--- src/rtl/drop_tick_if.sv ---
`default_nettype none
// ============================================================================
// Module   : drop_tick_if
// Purpose  : Control/status bundle between the game core and the gravity
//            scheduler.
//   start       pulse, leaves IDLE
//   stop        pulse, back to IDLE from any state
//   pause       pulse, toggles pause
//   level[3:0]  game level 0..15
//   soft_drop   level, soft-drop request
//   landed      level, piece cannot move down
//   move_reset  pulse, piece shifted or rotated
//   drop_pulse  one-cycle gravity step
//   lock_pulse  one-cycle lock commit
//   state[1:0]  0=IDLE 1=FALL 2=LOCK_WAIT 3=PAUSED
// Modports : master drives the requests, slave (the scheduler) drives status.
// Revision : 1.0 - initial release
// ============================================================================
interface drop_tick_if;
  logic       start;
  logic       stop;
  logic       pause;
  logic [3:0] level;
  logic       soft_drop;
  logic       landed;
  logic       move_reset;
  logic       drop_pulse;
  logic       lock_pulse;
  logic [1:0] state;

  modport master (
    output start, stop, pause, level, soft_drop, landed, move_reset,
    input  drop_pulse, lock_pulse, state
  );

  modport slave (
    input  start, stop, pause, level, soft_drop, landed, move_reset,
    output drop_pulse, lock_pulse, state
  );
endinterface
`default_nettype wire

--- src/rtl/drop_tick_scheduler.sv ---
`default_nettype none
// ============================================================================
// Module   : drop_tick_scheduler
// Purpose  : Gravity timing controller for the falling piece. A 1 ms
//            prescaler feeds an FSM that issues registered one-cycle
//            drop_pulse / lock_pulse enables with level-dependent speed,
//            soft drop, lock delay and pause.
// Ports    : origin_clk  system clock
//            rst         synchronous active-high reset
//            bus         drop_tick_if.slave (requests in, pulses/state out)
// Options  : LOCK_RESET_LIMIT_EN - when defined, at most 15 move_reset
//            pulses per piece restart the lock delay.
// Revision : 1.0 - initial release
// ============================================================================
module drop_tick_scheduler #(
  parameter int CLK_HZ  = 100_000_000,
  parameter int BASE_MS = 800,
  parameter int STEP_MS = 50,
  parameter int MIN_MS  = 100,
  parameter int SOFT_MS = 50,
  parameter int LOCK_MS = 500
) (
  input  wire logic  origin_clk,
  input  wire logic  rst,
  drop_tick_if.slave bus
);

  typedef enum logic [1:0] {
    S_IDLE      = 2'd0,
    S_FALL      = 2'd1,
    S_LOCK_WAIT = 2'd2,
    S_PAUSED    = 2'd3
  } state_t;

  localparam int              C_PRESC_MAX  = CLK_HZ / 1000 - 1;
  localparam int              C_PRESC_W    = (C_PRESC_MAX > 0) ? $clog2(C_PRESC_MAX + 1) : 1;
  localparam logic [C_PRESC_W-1:0] C_PRESC_TERM = C_PRESC_W'(C_PRESC_MAX);
  localparam logic [15:0]     C_BASE       = 16'(BASE_MS);
  localparam logic [15:0]     C_STEP       = 16'(STEP_MS);
  localparam logic [15:0]     C_MIN        = 16'(MIN_MS);
  localparam logic [15:0]     C_SOFT       = 16'(SOFT_MS);
  localparam logic [15:0]     C_LOCK       = 16'(LOCK_MS);

  state_t                 r_state, w_state_n;
  state_t                 r_saved, w_saved_n;
  logic [C_PRESC_W-1:0]   r_presc, w_presc_n;
  logic [15:0]            r_ms_cnt, w_ms_cnt_n;
  logic [15:0]            r_lock_cnt, w_lock_cnt_n;
  logic                   r_drop, w_drop_n;
  logic                   r_lock, w_lock_n;
  logic                   w_tick;
  logic [15:0]            w_reduce;
  logic [15:0]            w_grav;
  logic [15:0]            w_period;
  logic                   w_mr_ok;
  logic                   w_mr_clr;
  logic                   w_mr_inc;

  // Prescaler only advances while the game is actively running.
  assign w_tick = ((r_state == S_FALL) || (r_state == S_LOCK_WAIT)) &&
                  (r_presc == C_PRESC_TERM);

  // Saturating gravity period: compare against the floor before subtracting
  // so a high level never wraps below zero.
  assign w_reduce = 16'(bus.level) * C_STEP;
  assign w_grav   = (C_BASE > (w_reduce + C_MIN)) ? (C_BASE - w_reduce) : C_MIN;
  assign w_period = (bus.soft_drop && (C_SOFT < w_grav)) ? C_SOFT : w_grav;

`ifdef LOCK_RESET_LIMIT_EN
  logic [3:0] r_mr_cnt;

  // Once 15 resets have been spent on this piece, further move_reset
  // pulses fall through to the normal tick handling.
  assign w_mr_ok = bus.move_reset && (r_mr_cnt != 4'd15);

  always_ff @(posedge origin_clk) begin
    if (rst || w_mr_clr) begin
      r_mr_cnt <= 4'd0;
    end else if (w_mr_inc) begin
      r_mr_cnt <= r_mr_cnt + 4'd1;
    end
  end
`else
  logic w_unused_mr;

  assign w_mr_ok     = bus.move_reset;
  assign w_unused_mr = w_mr_clr ^ w_mr_inc;
`endif

  always_comb begin
    w_state_n    = r_state;
    w_saved_n    = r_saved;
    w_presc_n    = r_presc;
    w_ms_cnt_n   = r_ms_cnt;
    w_lock_cnt_n = r_lock_cnt;
    w_drop_n     = 1'b0;
    w_lock_n     = 1'b0;
    w_mr_clr     = 1'b0;
    w_mr_inc     = 1'b0;

    if (bus.stop) begin
      // Game over: like reset, but the saved pause target is kept.
      w_state_n    = S_IDLE;
      w_presc_n    = '0;
      w_ms_cnt_n   = '0;
      w_lock_cnt_n = '0;
      w_mr_clr     = 1'b1;
    end else if (bus.pause && (r_state != S_IDLE)) begin
      // Pause cycle freezes every counter, so a tick due now is deferred,
      // not lost.
      if (r_state == S_PAUSED) begin
        w_state_n = r_saved;
      end else begin
        w_saved_n = r_state;
        w_state_n = S_PAUSED;
      end
    end else begin
      case (r_state)
        S_IDLE: begin
          w_presc_n = '0;
          if (bus.start) begin
            w_state_n    = S_FALL;
            w_ms_cnt_n   = '0;
            w_lock_cnt_n = '0;
          end
        end
        S_FALL: begin
          w_presc_n = w_tick ? '0 : r_presc + C_PRESC_W'(1);
          if (bus.landed) begin
            w_state_n    = S_LOCK_WAIT;
            w_lock_cnt_n = '0;
          end else if (w_tick) begin
            // >= lets a period that shrank mid-count fire on this tick.
            if ((r_ms_cnt + 16'd1) >= w_period) begin
              w_drop_n   = 1'b1;
              w_ms_cnt_n = '0;
            end else begin
              w_ms_cnt_n = r_ms_cnt + 16'd1;
            end
          end
        end
        S_LOCK_WAIT: begin
          w_presc_n = w_tick ? '0 : r_presc + C_PRESC_W'(1);
          if (!bus.landed) begin
            w_state_n  = S_FALL;
            w_ms_cnt_n = '0;
          end else if (w_mr_ok) begin
            // A move beats a same-cycle lock deadline.
            w_lock_cnt_n = '0;
            w_mr_inc     = 1'b1;
          end else if (w_tick) begin
            if ((r_lock_cnt + 16'd1) >= C_LOCK) begin
              w_lock_n     = 1'b1;
              w_state_n    = S_FALL;
              w_ms_cnt_n   = '0;
              w_lock_cnt_n = '0;
              w_mr_clr     = 1'b1;
            end else begin
              w_lock_cnt_n = r_lock_cnt + 16'd1;
            end
          end
        end
        default: begin
          // PAUSED: everything held until the next pause pulse.
        end
      endcase
    end
  end

  always_ff @(posedge origin_clk) begin
    if (rst) begin
      r_state    <= S_IDLE;
      r_saved    <= S_FALL;
      r_presc    <= '0;
      r_ms_cnt   <= '0;
      r_lock_cnt <= '0;
      r_drop     <= 1'b0;
      r_lock     <= 1'b0;
    end else begin
      r_state    <= w_state_n;
      r_saved    <= w_saved_n;
      r_presc    <= w_presc_n;
      r_ms_cnt   <= w_ms_cnt_n;
      r_lock_cnt <= w_lock_cnt_n;
      r_drop     <= w_drop_n;
      r_lock     <= w_lock_n;
    end
  end

  assign bus.drop_pulse = r_drop;
  assign bus.lock_pulse = r_lock;
  assign bus.state      = r_state;

endmodule
`default_nettype wire

--- src/flat_wrapper.sv ---
// flat-port wrapper written by rule: the top's interface ports become plain ports
module drop_tick_scheduler_flat 
#(
  parameter int CLK_HZ  = 100_000_000,
  parameter int BASE_MS = 800,
  parameter int STEP_MS = 50,
  parameter int MIN_MS  = 100,
  parameter int SOFT_MS = 50,
  parameter int LOCK_MS = 500
)
  (origin_clk, rst, bus_start, bus_stop, bus_pause, bus_level, bus_soft_drop, bus_landed, bus_move_reset, bus_drop_pulse, bus_lock_pulse, bus_state);
  drop_tick_if bus_i ();
  input  wire logic origin_clk;
  input  wire logic rst;
  input wire logic [$bits(bus_i.start)-1:0] bus_start;
  input wire logic [$bits(bus_i.stop)-1:0] bus_stop;
  input wire logic [$bits(bus_i.pause)-1:0] bus_pause;
  input wire logic [$bits(bus_i.level)-1:0] bus_level;
  input wire logic [$bits(bus_i.soft_drop)-1:0] bus_soft_drop;
  input wire logic [$bits(bus_i.landed)-1:0] bus_landed;
  input wire logic [$bits(bus_i.move_reset)-1:0] bus_move_reset;
  output wire logic [$bits(bus_i.drop_pulse)-1:0] bus_drop_pulse;
  output wire logic [$bits(bus_i.lock_pulse)-1:0] bus_lock_pulse;
  output wire logic [$bits(bus_i.state)-1:0] bus_state;
  assign bus_i.start = bus_start;
  assign bus_i.stop = bus_stop;
  assign bus_i.pause = bus_pause;
  assign bus_i.level = bus_level;
  assign bus_i.soft_drop = bus_soft_drop;
  assign bus_i.landed = bus_landed;
  assign bus_i.move_reset = bus_move_reset;
  assign bus_drop_pulse = bus_i.drop_pulse;
  assign bus_lock_pulse = bus_i.lock_pulse;
  assign bus_state = bus_i.state;
  drop_tick_scheduler #(.CLK_HZ(CLK_HZ), .BASE_MS(BASE_MS), .STEP_MS(STEP_MS), .MIN_MS(MIN_MS), .SOFT_MS(SOFT_MS), .LOCK_MS(LOCK_MS)) u_core (.origin_clk(origin_clk), .rst(rst), .bus(bus_i));
endmodule
--- config.mk ---
export PLATFORM = sky130hd
export DESIGN_NAME = drop_tick_scheduler_flat
export DESIGN_NICKNAME = d
export VERILOG_FILES = /design/src/rtl/drop_tick_if.sv /design/src/rtl/drop_tick_scheduler.sv /design/src/flat_wrapper.sv
export SDC_FILE = /design/constraint.sdc
export NUM_CORES = 1
export LEC_CHECK = 0
export CAP_MARGIN = 10
export CORE_MARGIN = 2
export CORE_UTILIZATION = 30
export CTS_BUF_LIST = sky130_fd_sc_hd__clkbuf_8
export DETAILED_ROUTE_END_ITERATION = 7
export GPL_TIMING_DRIVEN = 0
export SYNTH_ARGS = -nofsm -noshare
export SYNTH_HDL_FRONTEND = slang
export SYNTH_SLANG_ARGS = --single-unit
export TNS_END_PERCENT = 30
--- constraint.sdc ---
create_clock -name origin_clk -period 5.07 [get_ports origin_clk]
set_input_delay 0.7605 -clock origin_clk [delete_from_list [all_inputs] [get_ports origin_clk]]
set_output_delay 0.7605 -clock origin_clk [all_outputs]
set_load 0.01 [all_outputs]
==> results.yml, run 1 <==
# implementation run metrics
status:
  outcome: "finished clean"
yosys:
  synth_area_um2: 4260
  topCombFamilyByArea: "simple AND/OR/NAND/NOR gates"
  synth_cell_types: 73
  postSynthCellCount: 512
  compound_area_share_pct: 22.0
  yosysWarnings: 0
  synth.most_common_cell: "dfxtp_1"
  ys_cells: 512
  edf_count: 0
  synthTopCellsByArea: "dfxtp_1 26%, ha_1 11%, xor2_1 4.1%"
  adder_share_pct: 11.1
  synth-seq-cells: 55
  async_reset_ff_share_pct: 0
  yosys_area_um2: 4260
  syn-mean-instance-area_um2: 8.31
  synth-xor-area-share_pct: 8.56
  ys_sh_simple_pct: 27.3
  top_area_cell: "dfxtp_1"
  synth-main-ff-cell: "dfxtp_1"
  common_cells: "55 x dfxtp_1, 36 x ha_1, 36 x nor2_1"
  mux_share_pct: 0.941
clock_network:
  numCtsBuffers: 5
  cts.sinks: 55
  clkTransAtPathRegs_ns: 0.09
  clockRootBuffer: "clkbuf_8"
  worstSkewPairLatency_ns: 0.32
  cts_tree: "done"
layout:
  diodes: 0
  finalNetCount: 591
  layout-drive-gt1-share_pct: 14.2
  flop_area_um2: 1100
  clkCellAreaFrac_pct: 1.64
  inv_count: 25
  area_growth_pct: 16.5
  largest_cell_class: "multi-input combinational cells"
  comb_cells: 413
  sh_seq_area_pct: 22.2
  flops: 55
  post-route-cell-area_um2: 4960
  layout.area.comb_um2: 3150
critical_path:
  cpMostUsedCell: "ha_4"
  ff2ff_setup_slack_ns: 1.22
  worstSetupPathDepth: 21
  crit_slowest_cell: "or4b_4"
  critPathLaunch: "bus_level[0]"
  cp_top_family: "AND-OR/OR-AND gates"
  critPathMaxStageDelay_ns: 0.54
  path_buffers: 4
  cp-end-kind: "flip-flop"
  rr_endpoint: "u_core.r_ms_cnt[3]$_SDFFE_PP0P_"
  critPathKind: "in2reg"
  crit_arrival_ns: 5.13
  crit_fanout: 7
grt:
  met3_usage_pct: 1.98
  grt_pass1_vias: 3860
  overflow: 0
  antenna_found_initial: 0
  grt_busiest_layer: "met2"
  grt_max_degree: 16
  grt_pass1_wl_mm: 17.8
route:
  dr_wl_met3_um: 422
  drtPass1Iterations: 5
  drc: 0
  top_layer: "met4"
  first_iter_violations: 182
  ant_nets: 0
final_timing:
  skew_ns: 0.00963
  setup_viol: 0
  period_used_pct: 96.1
  tightest_slew_ns: 0.771
  drv_slew: 0
  fmax_ghz: 0.205
  tns_ns: 0
power:
  pwr_density_cell_nw_per_um2: 201
  vdd_drop_max_v: 0.000120
die:
  dieHeight_um: 123
  rows: 43
  die_w_um: 123
  pin_count: 16
  floorplan.core_util_pct: 30.7
placement:
  hpwl_mm: 7.66
  placed_cell_area_um2: 4640
  io_buffers: 15
flow_run:
  warning_count: 36
min_path:
  hp-class: "reg2reg"
-- run 1: flip-flops by register name, indices dropped and copies added, names as in the netlist --
name and count:
u_core.r_presc 17, u_core.bus.state 2, u_core.r_saved 2, u_core.bus.drop_pulse 1, u_core.r_lock_cnt 16, u_core.r_ms_cnt 16, u_core.bus.lock_pulse 1
-- run 1: timing repair --
action	CTS	global route
endpoints found under the setup margin	17	16
resized	30	25
gates cloned	1	0
pin swaps	8	12
setup buffers	5	3
endpoints found under the hold margin	0	0
hold buffers	0	0
-- run 1: stage by stage --
step           setup WS (ns)  std cells  hold slack, ns  utilization (%)
2_1_floorplan         0.0570        512           0.454                -
3_3_place_gp           -1.03        707           0.463             33.4
6_report               0.198        723           0.491             35.7
5_1_grt              -0.0194        723           0.521             35.7
3_5_place_dp           -1.15        707           0.477             33.4
4_1_cts               0.0116        720           0.499             35.1
-- run 1: placed cells by master (no fill, tap or decap), types with 4 or more instances in the layout --
cell             instances
a221o_1                  6
a21oi_1                 23
or2_2                    7
nand4_1                 16
buf_2                    6
a31oi_1                  5
a21o_1                   4
and3_1                   5
clkbuf_1                11
ha_1                    28
and2_1                  11
nand2b_1                 4
nor3_1                  16
o21ai_0                 12
ha_4                     6
and4_1                   4
or3_1                    7
xor2_1                  19
a22o_1                   4
dfxtp_1                 55
nor4_1                   5
mux2i_1                  4
o21a_1                   4
a32o_1                  10
a31o_2                   5
or4_1                    5
nand3_1                 28
o2111ai_1                6
nand2_1                 34
buf_4                    9
inv_1                   23
o2bb2ai_1                4
clkdlybuf4s50_1         11
clkbuf_8                 6
xnor2_1                 19
nor2_1                  35
-- run 1: power breakdown --
group	switching [mW]	internal, mW	total (mW)
clock	0.142	0.0935	0.236
sequential	0.00559	0.435	0.441
combinational	0.180	0.138	0.318
total	0.328	0.667	0.995
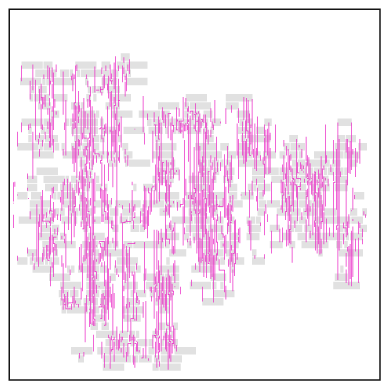
Run 1: M2 wires
(3 px per um) Cells faint in the background.
longest straight run	46.2 um
main direction	vertical
nets with wire on the layer	493
wire length on this layer	5050 um
share of all routed wire	48%
met2 Track Usage GR: 24.9%
WL final: 10.6 mm
via count: 3970

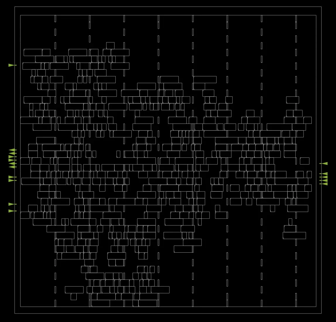
Run 1: placement view
Core Region: 13900 um2
non-filler instance count after layout: 723

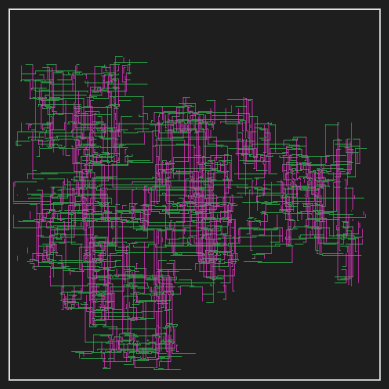
Run 1: routed metal, one color a layer
(3 px per um) Only two layers are drawn.
color	layer	wire length
magenta	metal 2	5050 um
green	metal 1	5020 um
WL/cell: 14.7 um
Total GRT Usage: 14.3%

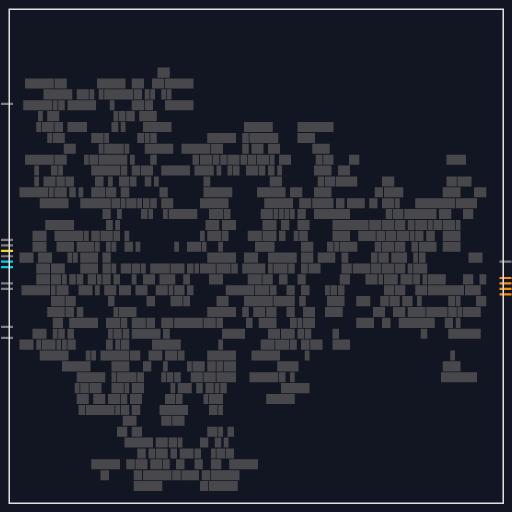
Run 1: ports around the boundary
(4 px per um) Pins as bars across the die edge, other pins in gray.
color	port	pins	direction	edge
yellow	bus_landed	1	input	left
orange	bus_level	4	input	right
cyan	bus_state	2	output	left

Run 1, zoomed window:
Region (42, 42) to (82, 82) um. Cells in gray, sequential cells in the stronger gray; small squares are vias.
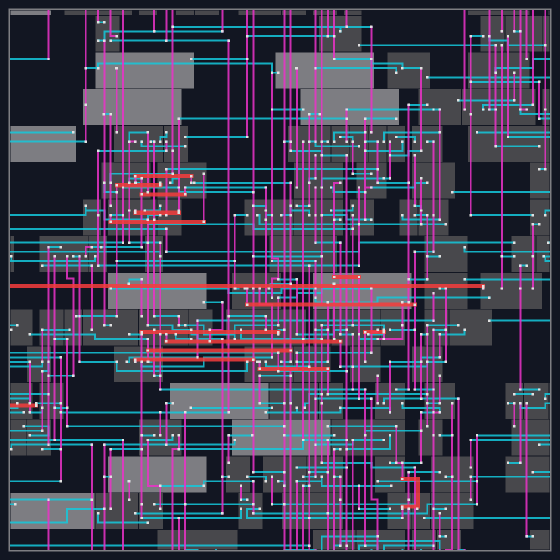

## Run 2: what changed since run 1
--- a/config.mk
+++ b/config.mk
@@ -6,4 +6,5 @@
 export NUM_CORES = 1
 export LEC_CHECK = 0
+export ABC_AREA = 1
 export CAP_MARGIN = 10
 export CORE_MARGIN = 2
==> constraint.sdc (replaced) <==
create_clock -name origin_clk -period 5.07 [get_ports origin_clk]
set_input_delay 0.507 -clock origin_clk [delete_from_list [all_inputs] [get_ports origin_clk]]
set_output_delay 0.507 -clock origin_clk [all_outputs]
set_load 0.01 [all_outputs]
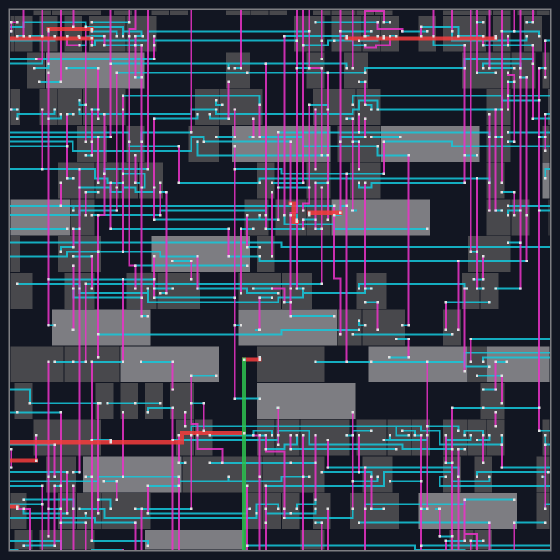
Run 2: zoomed window
Region (42, 42) to (82, 82) um. Cells in gray, sequential cells in the stronger gray; small squares are vias.
color	layer
red	metal 3
cyan	metal 1
magenta	metal 2
green	metal 4
cells with their middle in the window	120
netlist names of flops here include	u_core.r_ms_cnt (9), u_core.r_lock_cnt (6)
most frequent	nand2_1 (22), nand3_1 (15), dfxtp_1 (15)
sequential cells in the window	15

==> run 2 against run 1 <==
Net effect: flip-flop count stayed put; combinational power is about 10% higher; sequential power is 0.9% higher; largest cell class unchanged; non-clock buffer count is 9 lower; largest power group unchanged.
==> results.yml, run 2 <==
# implementation run metrics
grt:
  met2_usage_pct: 20.9
  grt_pass1_wl_mm: 17.0
  antenna_found_initial: 0
  grtUsageTotal_pct: 13.5
  grt_busiest_layer: "met2"
  met3_usage_pct: 1.51
  grt_pass1_vias: 3665
  grt_max_degree: 19
critical_path:
  crit_fanout: 10
  crit_slowest_cell: "fa_2"
  cp-end-kind: "flip-flop"
  cpMostUsedCell: "inv_1"
  ff2ff_setup_slack_ns: 1.85
  worst_r2r_startpoint: "u_core.r_ms_cnt[0]$_SDFFE_PP0P_"
  critPathKind: "in2reg"
  critPathLaunch: "bus_level[0]"
  critPathMaxStageDelay_ns: 0.59
  rr_endpoint: "u_core.r_ms_cnt[2]$_SDFFE_PP0P_"
yosys:
  postSynthCellCount: 653
  yosys_area_um2: 4330
  async_reset_ff_share_pct: 0
  synthTopCellsByArea: "dfxtp_1 25%, nand2_1 12%, ha_1 10%"
  synth-main-ff-cell: "dfxtp_1"
  synth-seq-cells: 55
  synth.most_common_cell: "nand2_1"
  yosysWarnings: 0
  top_area_cell: "dfxtp_1"
  edf_count: 0
  common_cells: "138 x nand2_1, 79 x inv_1, 77 x nor2_1"
  syn-mean-instance-area_um2: 6.63
  synth_cell_types: 45
  ys_cells: 653
  synth_area_um2: 4330
route:
  dr_wl_met3_um: 257
  wl_per_cell_um: 11.3
  drc: 0
  drt-vias-per-instance: 4.69
  top_layer: "met4"
  wl_mm: 9.77
  first_iter_violations: 171
  drtPass1Iterations: 5
  vias: 4041
  ant_nets: 0
final_timing:
  skew_ns: 0.0143
  setup_ws_ns: 0.344
  fmax_ghz: 0.212
  drv_slew: 0
  period_used_pct: 93.2
  tightest_slew_ns: 0.725
layout:
  area_growth_pct: 13.7
  diodes: 0
  largest_reg_flops: 17
  finalNetCount: 729
  layout-drive-gt1-share_pct: 12.5
  regMostFlops: "u_core.r_presc"
  final_common_cell: "nand2_1"
  most-common-layout-cells: "138 x nand2_1, 79 x inv_1, 77 x nor2_1, 63 x nand3_1, 55 x dfxtp_1"
  top_regs: "u_core.r_presc: 17 flops, u_core.r_lock_cnt: 16 flops, u_core.r_ms_cnt: 16 flops"
placement:
  hpwl_mm: 7.56
  dp_slack_ns: -0.720
  io_buffers: 15
clock_network:
  numCtsBuffers: 5
  cts_tree: "done"
  cts-hold-fix-buffers: 0
  cts.sinks: 55
  worstSkewPairLatency_ns: 0.32
  clkTransAtPathRegs_ns: 0.10
die:
  rows: 43
  core-area_um2: 14000
  die_w_um: 124
  dieHeight_um: 124
  floorplan.core_util_pct: 30.9
flow_run:
  warning_count: 36
min_path:
  hold_depth: 2
power:
  vdd_drop_max_v: 0.000118
  pwr_density_cell_nw_per_um2: 224
status:
  outcome: "finished clean"
[run 2: what timing repair did]
item	4_1_cts	5_1_grt
pin swaps	0	4
buffers inserted	1	5
setup endpoints to repair	10	17
gates resized	2	13
[run 2: power by group]
group | internal (mW) | total, mW | switching, mW
logic | 0.126 | 0.350 | 0.224
clock network | 0.150 | 0.307 | 0.157
registers | 0.438 | 0.445 | 0.00725
total | 0.714 | 1.10 | 0.388
[run 2: final cells by class]
cell class	count	area, um2	area share (%)
Timing Repair Buffer	21	198	4.02
Multi-Input combinational cell	496	2870	58.3
Clock buffer	5	68.8	1.40
Tap cell	180	225	4.58
Inverter	89	334	6.79
Buffer	12	76.3	1.55
Clock inverter	3	47.5	0.966
Sequential cell	55	1100	22.4
[run 2: kinds of logic after synthesis]
| group | share of synthesized area, % |
|---|---|
| simple gates | 37.9 |
| buf+inv | 9.49 |
| compound gates | 12.5 |
| flops | 25.4 |
| fa+ha+maj | 10.9 |
| xor+xnor | 3.85 |
[run 2: metrics by stage]
step / utilization (%) / setup TNS (ns) / hold WS, ns / instances / cell area (um2)
2_1_floorplan: - / 0 / 0.436 / 653 / 4330
3_3_place_gp: 33.6 / -8.67 / 0.451 / 848 / 4700
3_5_place_dp: 33.6 / -8.76 / 0.459 / 848 / 4700
4_1_cts: 34.5 / 0 / 0.477 / 857 / 4830
5_1_grt: 35.2 / -0.00284 / 0.513 / 861 / 4920
6_report: 35.2 / 0 / 0.473 / 861 / 4920
[run 2: critical path: cells and delay by family]
kind            cells  cell delay, ns
fa+ha+maj           4            1.40
xor+xnor            1            0.13
buf+inv             7            1.31
simple gates       13            1.46
compound gates      1            0.13
Run 2, ports around the boundary:
(4 px per um) Pins as bars across the die edge, other pins in gray.
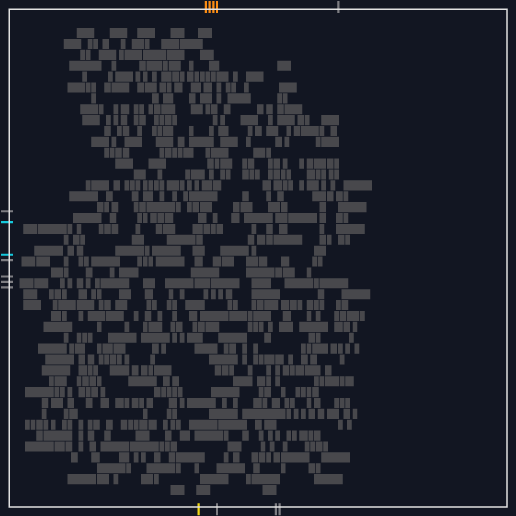

## Run 3: what changed since run 2
- CORE_ASPECT_RATIO: not set -> 0.7
- DONT_BUFFER_PORTS: not set -> 1
- PLACE_DENSITY: not set -> 0.53
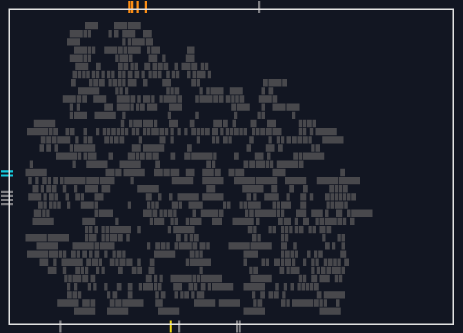
Run 3: ports around the boundary
(3 px per um) Pins as bars across the die edge, other pins in gray.
color	port	pins	direction	edge
orange	bus_level	4	input	top
yellow	bus_landed	1	input	bottom
cyan	bus_state	2	output	left

==> run 3 against run 2 <==
Net effect: cell count decreased by 1.0%; non-clock buffer count shrank 19; synthesized cell count stayed put; sequential share of layout area rose by 1.2 points; clock skew is 0.0080 ns lower; utilization decreased by 1.8 points; maximum frequency grew 4.0%; critical path type unchanged; critical endpoint is now u_core.r_ms_cnt[11]$_SDFFE_PP0P_; largest cell class unchanged.
==> results.yml, run 3 <==
# implementation run metrics
final_timing:
  drv_slew: 0
  holdWs_ns: 0.254
  tns_ns: 0
  setup_ws_ns: 0.525
  tightest_slew_ns: 0.680
  fmax_ghz: 0.220
  period_used_pct: 89.7
flow_run:
  warning_count: 36
grt:
  grt_pass1_wl_mm: 18.0
  grtUsageTotal_pct: 13.8
  overflow: 0
  grt_max_degree: 17
min_path:
  hp-class: "in2reg"
power:
  maxPowerGroup: "sequential cells"
  powerClk_mw: 0.257
  vdd_drop_max_v: 0.000145
  pg_comb_mw: 0.329
  combPwrFrac_pct: 31.8
  p_sw_mw: 0.379
  p_seq_mw: 0.447
  pwr_density_cell_nw_per_um2: 221
layout:
  post-route-cell-area_um2: 4670
  largest_reg_flops: 17
  top_regs: "u_core.r_presc: 17 flops, u_core.r_lock_cnt: 16 flops, u_core.r_ms_cnt: 16 flops"
  final_common_cell: "nand2_1"
  buffers: 14
  stdcell_count: 852
  layout.area.comb_um2: 2820
  nonClkBufAreaFrac_pct: 1.82
  clkCellAreaFrac_pct: 2.03
  finalNetCount: 710
  area_growth_pct: 8.01
  regMostFlops: "u_core.r_presc"
  combAreaFraction_pct: 60.3
  most-common-layout-cells: "138 x nand2_1, 80 x inv_1, 77 x nor2_1, 63 x nand3_1, 55 x dfxtp_1"
  clkbuf_count: 6
critical_path:
  critPathKind: "in2reg"
  worstSetupPathDepth: 26
  cp-end-kind: "flip-flop"
  critPathLaunch: "bus_level[0]"
  crit_arrival_ns: 4.79
  crit_fanout: 10
  path_buffers: 8
  critPathMaxStageDelay_ns: 0.49
  worst_r2r_startpoint: "u_core.r_ms_cnt[0]$_SDFFE_PP0P_"
  cpMostUsedCell: "inv_1"
  crit_slowest_cell: "fa_1"
die:
  floorplan.core_util_pct: 30.9
  rows: 36
  die_w_um: 148
clock_network:
  worstSkewPairLatency_ns: 0.31
  clockRootBuffer: "clkbuf_8"
  cts-hold-fix-buffers: 0
yosys:
  synthTopCellsByArea: "dfxtp_1 25%, nand2_1 12%, ha_1 10%"
  async_reset_ff_share_pct: 0
  synth-main-ff-cell: "dfxtp_1"
  common_cells: "138 x nand2_1, 79 x inv_1, 77 x nor2_1"
  yosysWarnings: 0
  synth_area_um2: 4330
  synth.most_common_cell: "nand2_1"
route:
  vias: 4114
  drtPass1Iterations: 6
  wl_mm: 10.4
  first_iter_violations: 256
  drc: 0
  drt-vias-per-instance: 4.83
placement:
  placed_cell_area_um2: 4560
  io_buffers: 0
status:
  outcome: "finished clean"
[run 3: cell counts after synthesis]
No cell type changed its count.
[run 3: what timing repair did]
item                                    4_1_cts  5_1_grt
endpoints found under the hold margin         0        0
endpoints found under the setup margin        0       10
setup buffers                                 0        1
resized                                       0        3
[run 3: kinds of logic after synthesis]
| logic type | Yosys count | share of synthesized area, % |
|---|---|---|
| AND-OR/OR-AND | 88 | 12.5 |
| XOR/XNOR | 19 | 3.85 |
| adder cells (fa/ha/maj) | 37 | 10.9 |
| buffers and inverters | 102 | 9.49 |
| flip-flops | 55 | 25.4 |
| AND/OR/NAND/NOR | 352 | 37.9 |
[run 3: per-layer routing]
metal  up-vias  share of wire (%)  GRT usage (%)
met2        85                 39           19.3
li1       2152                  -              -
met4         0               0.60           2.47
met1      1871                 56           22.0
met5         -                  0              0
met3         6                4.3           2.11
[run 3: how the worst min path moves through the flow]
stage | startpoint | to | slack, ns | cells after the start
finish | rst | u_core.r_saved[1]$_SDFFE_PP0P_ | 0.25 | 1
global route | rst | u_core.r_saved[1]$_SDFFE_PP0P_ | 0.23 | 1
CTS | rst | u_core.r_saved[1]$_SDFFE_PP0P_ | 0.24 | 1
detailed placement | u_core.r_lock_cnt[15]$_SDFFE_PP0P_ | u_core.r_lock_cnt[15]$_SDFFE_PP0P_ | 0.46 | 2
global placement | u_core.r_saved[0]$_SDFFE_PP1P_ | u_core.r_saved[0]$_SDFFE_PP1P_ | 0.45 | 1
floorplan | u_core.r_saved[0]$_SDFFE_PP1P_ | u_core.r_saved[0]$_SDFFE_PP1P_ | 0.44 | 1
[run 3: per-stage QoR]
step	total power [mW]	utilization, %
floorplan	0.709	-
global placement	0.776	32.6
detailed placement	0.783	32.6
CTS	1.04	33.3
global route	1.11	33.4
finish	1.03	33.4
Power figures rest on the tool's default switching activity, not on a simulated workload.
